$ cat src/rtl/qpu_exu_oitf.sv
// rtl/qpu_exu_oitf.sv - outstanding instruction track FIFO for the QPU long pipe
//
// Purpose: records long-pipe instructions issued by dispatch, flags RAW/WAW
// register hazards and qubit-flag hazards against in-flight entries, and
// releases entries in order as writeback commits them.
//
// Ports:
//   clk, rst_n            clock, asynchronous active-low reset
//   dis_ena / dis_ready   allocate request / not-full
//   dis_rs1en..dis_qfren  operand enables of the dispatching instruction
//   dis_rs1idx..dis_rdidx register indexes of the dispatching instruction
//   dis_qubitlist         qubit list of the dispatching instruction
//   dis_ptr               entry the current dispatch will occupy (tail)
//   ret_ena / ret_ptr     commit head entry / head entry index
//   ret_rdwen..ret_qubitlist  head entry payload (zero when empty)
//   oitf_empty            no valid entries
//   oitfrd_match_*        register hazard flags
//   oitfqf_match_dispql   qubit-flag hazard flag
module qpu_exu_oitf #(
  parameter int DEPTH     = 4,
  parameter int PTR_W     = 2,
  parameter int RFIDX_W   = 5,
  parameter int QUBIT_NUM = 4
) (
  input  logic                 clk,
  input  logic                 rst_n,
  input  logic                 dis_ena,
  output logic                 dis_ready,
  input  logic                 dis_rs1en,
  input  logic                 dis_rs2en,
  input  logic                 dis_rdwen,
  input  logic                 dis_qfren,
  input  logic [RFIDX_W-1:0]   dis_rs1idx,
  input  logic [RFIDX_W-1:0]   dis_rs2idx,
  input  logic [RFIDX_W-1:0]   dis_rdidx,
  input  logic [QUBIT_NUM-1:0] dis_qubitlist,
  output logic [PTR_W-1:0]     dis_ptr,
  input  logic                 ret_ena,
  output logic [PTR_W-1:0]     ret_ptr,
  output logic                 ret_rdwen,
  output logic [RFIDX_W-1:0]   ret_rdidx,
  output logic                 ret_qfren,
  output logic [QUBIT_NUM-1:0] ret_qubitlist,
  output logic                 oitf_empty,
  output logic                 oitfrd_match_disprs1,
  output logic                 oitfrd_match_disprs2,
  output logic                 oitfrd_match_disprd,
  output logic                 oitfqf_match_dispql
);

  localparam logic [PTR_W:0] PTR_ONE = {{PTR_W{1'b0}}, 1'b1};

  // Pointers carry an extra wrap bit so full and empty are distinguishable
  // with all DEPTH slots in use.
  logic [PTR_W:0]     wptr_q, wptr_d;
  logic [PTR_W:0]     rptr_q, rptr_d;
  logic [DEPTH-1:0]   vld_q, vld_d;

  logic               rdwen_q     [DEPTH];
  logic               rdwen_d     [DEPTH];
  logic [RFIDX_W-1:0] rdidx_q     [DEPTH];
  logic [RFIDX_W-1:0] rdidx_d     [DEPTH];
  logic               qfren_q     [DEPTH];
  logic               qfren_d     [DEPTH];
  logic [QUBIT_NUM-1:0] qubitlist_q [DEPTH];
  logic [QUBIT_NUM-1:0] qubitlist_d [DEPTH];

  logic             full;
  logic             empty;
  logic             alloc;
  logic             retire;
  logic [PTR_W-1:0] widx;
  logic [PTR_W-1:0] ridx;

  always_comb begin
    widx   = wptr_q[PTR_W-1:0];
    ridx   = rptr_q[PTR_W-1:0];
    empty  = (wptr_q == rptr_q);
    full   = (widx == ridx) && (wptr_q[PTR_W] != rptr_q[PTR_W]);
    alloc  = dis_ena & ~full;
    retire = ret_ena & ~empty;

    wptr_d      = wptr_q;
    rptr_d      = rptr_q;
    vld_d       = vld_q;
    rdwen_d     = rdwen_q;
    rdidx_d     = rdidx_q;
    qfren_d     = qfren_q;
    qubitlist_d = qubitlist_q;

    // Allocate and retire never target the same slot: when both are
    // allowed the FIFO is neither full nor empty, so the indices differ.
    if (alloc) begin
      vld_d[widx]       = 1'b1;
      rdwen_d[widx]     = dis_rdwen;
      rdidx_d[widx]     = dis_rdidx;
      qfren_d[widx]     = dis_qfren;
      qubitlist_d[widx] = dis_qubitlist;
      wptr_d            = wptr_q + PTR_ONE;
    end
    if (retire) begin
      vld_d[ridx] = 1'b0;
      rptr_d      = rptr_q + PTR_ONE;
    end
  end

  always_ff @(posedge clk or negedge rst_n) begin
    if (!rst_n) begin
      wptr_q <= '0;
      rptr_q <= '0;
      vld_q  <= '0;
    end else begin
      wptr_q <= wptr_d;
      rptr_q <= rptr_d;
      vld_q  <= vld_d;
    end
  end

  // Payload is qualified by vld everywhere it is observed, so it needs no reset.
  always_ff @(posedge clk) begin
    rdwen_q     <= rdwen_d;
    rdidx_q     <= rdidx_d;
    qfren_q     <= qfren_d;
    qubitlist_q <= qubitlist_d;
  end

  always_comb begin
    dis_ready  = ~full;
    oitf_empty = empty;
    dis_ptr    = widx;
    ret_ptr    = ridx;

    ret_rdwen     = 1'b0;
    ret_rdidx     = '0;
    ret_qfren     = 1'b0;
    ret_qubitlist = '0;
    if (!empty) begin
      ret_rdwen     = rdwen_q[ridx];
      ret_rdidx     = rdidx_q[ridx];
      ret_qfren     = qfren_q[ridx];
      ret_qubitlist = qubitlist_q[ridx];
    end
  end

  // Hazards look only at registered entries; a same-cycle allocate or
  // retire is not bypassed.
  logic hit_rs1, hit_rs2, hit_rd, hit_ql;

  always_comb begin
    hit_rs1 = 1'b0;
    hit_rs2 = 1'b0;
    hit_rd  = 1'b0;
    hit_ql  = 1'b0;
    for (int i = 0; i < DEPTH; i++) begin
      if (vld_q[i] && rdwen_q[i]) begin
        if (rdidx_q[i] == dis_rs1idx) hit_rs1 = 1'b1;
        if (rdidx_q[i] == dis_rs2idx) hit_rs2 = 1'b1;
        if (rdidx_q[i] == dis_rdidx)  hit_rd  = 1'b1;
      end
      if (vld_q[i] && qfren_q[i] && |(qubitlist_q[i] & dis_qubitlist)) begin
        hit_ql = 1'b1;
      end
    end
    oitfrd_match_disprs1 = dis_rs1en & hit_rs1;
    oitfrd_match_disprs2 = dis_rs2en & hit_rs2;
    oitfrd_match_disprd  = dis_rdwen & hit_rd;
    oitfqf_match_dispql  = dis_qfren & hit_ql;
  end

endmodule
$ cat config.mk
export PLATFORM = sky130hd
export DESIGN_NAME = qpu_exu_oitf
export DESIGN_NICKNAME = d
export VERILOG_FILES = /design/src/rtl/qpu_exu_oitf.sv
export SDC_FILE = /design/constraint.sdc
export NUM_CORES = 1
export LEC_CHECK = 0
export CORE_MARGIN = 2
export CORE_UTILIZATION = 35
export DETAILED_ROUTE_END_ITERATION = 12
export GPL_TIMING_DRIVEN = 1
export PLACE_DENSITY = 0.52
export SLEW_MARGIN = 20
export SYNTH_ARGS = -nofsm -noshare
export SYNTH_HDL_FRONTEND = slang
export SYNTH_SLANG_ARGS = --single-unit
$ cat constraint.sdc
create_clock -name clk -period 2.35 [get_ports clk]
set_input_delay 0.47 -clock clk [delete_from_list [all_inputs] [get_ports clk]]
set_output_delay 0.47 -clock clk [all_outputs]
set_load 0.02 [all_outputs]
==> impl_metrics.toml <==
# physical design summary
[cells_and_area]
layout-drive-gt1-share = 0.2697
final_area_um2 = 4029
largest_cell_class = "logic gates"
largest_reg_flops = 20
logic_gates = 162
stdcell_count = 412
num-nonclk-buffers = 75
post-route-util = 0.4597
num-nonclk-inverters = 6
clock_cell_area_share = 0.02081
buffer_area_frac = 0.1584
sh_seq_area = 0.3901
syn2layout_area_growth_pct = 27.17
nClkBuffers = 5

[critical_path]
path_max_fanout = 4
critPathArrivalTime_ns = 1.83
reg2reg_slack_ns = 0.52
rr_startpoint = "rptr_q[0]"
end_kind = "output pin"
critPathLaunch = "rdidx_q[15]"
worst-path-stages = 6

[clock_tree]
cts_tree = "done"
ctsHtreeMaxLevel = 2
cts.sinks = 54
clockBufferDepth = 2
postCtsSetupRepairBufs = 2
cts_resized = 57

[route]
vias = 2061
drcViolationCount = 0
final_antenna_net_count = 0
drt_iter0_drc = 76
viasPerCell = 5.002
first_pass_iters = 4

[logic_synthesis]
adder_share = 0.03160
syn_area_per_cell_um2 = 13.15
yosysChipArea_um2 = 3168
ys_cells = 241
synthXorXnorAreaFrac = 0.1951
yosysTopAreaCellShare = 0.4171
ys_seq_share = 0.4961

[pwr]
power_frac_seq = 0.341
pwr_density_cell_nw_per_um2 = 1147
p_clk_frac = 0.106
switching_share = 0.4067

[timing]
rsz0062_at_grt = "true"
tightest_slew_ns = 0.4508
setup_ws_ns = 0.05038
timing.setup.tns_ns = 0
fin_crit_sh = 0.9786

[placed_design]
dpl.cell_count = 401
io_buffers = 47
routabilityCongestion = 0.8537
dp_hpwl_mm = 5.726

[die]
die-height_um = 99.14
die_area_um2 = 9829

[job]
tool_warnings = 34

[outcome]
outcome = "complete, no violations"
## metal layers
metal | up-vias | wire length (um) | global-route usage
li1 | 996 | - | -
met1 | 1005 | 3254 | 0.2001
met2 | 47 | 3870 | 0.2775
met3 | 13 | 252 | 0.02460
met4 | 0 | 187 | 0.06849
met5 | - | 0 | 0
## cell usage in the layout, fill, tap and decap left out, types with 3 or more instances in the layout
master and n:
a22oi_1 4, a2bb2oi_2 3, and2_1 3, buf_4 22
buf_6 5, clkbuf_2 12, clkbuf_8 5, clkdlybuf4s50_1 12
dfrtp_1 10, dlygate4sd2_1 17, dlymetal6s2s_1 3, edfxtp_1 44
ha_1 8, inv_1 6, mux4_2 10, nand2_1 11
nand4_1 12, nor2b_1 11, nor3_1 12, o41a_1 3
xnor2_1 42, xnor2_2 12, xor2_1 12
Figure 1. Sizing map.
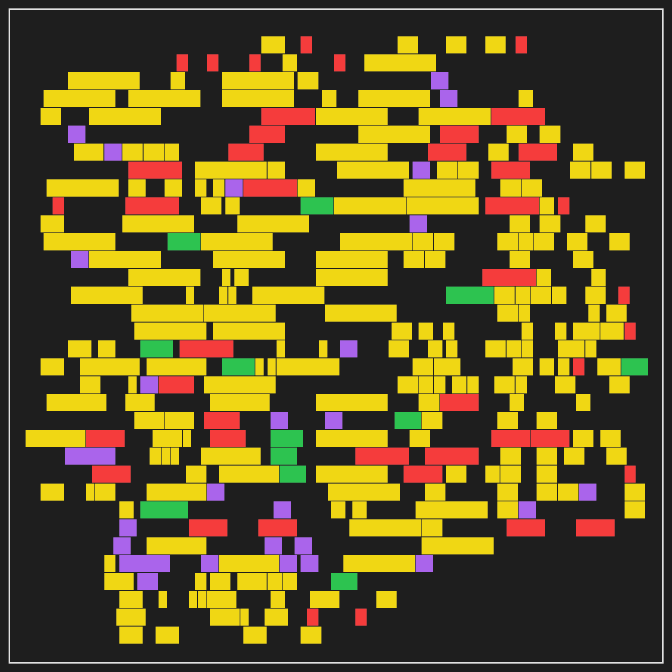
color	size	cells	share
purple	_3 and _4 cells	27	8.9%
yellow	_0 and _1 cells	222	73%
red	_2 cells	43	14%
green	_6 and larger	12	3.9%

Figure 2. Routed metal per tile.
The die is cut into 20 by 20 equal tiles; dark blue is low, red is high, scaled to the fullest tile. Values are wire area over tile area, all layers added.
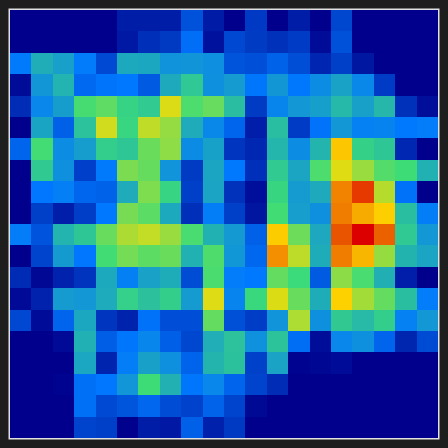
tiles over half the peak	16%
mean over tiles	0.12
densest ninth of the die	middle right
fullest tile	0.45
nearly empty tiles	20%

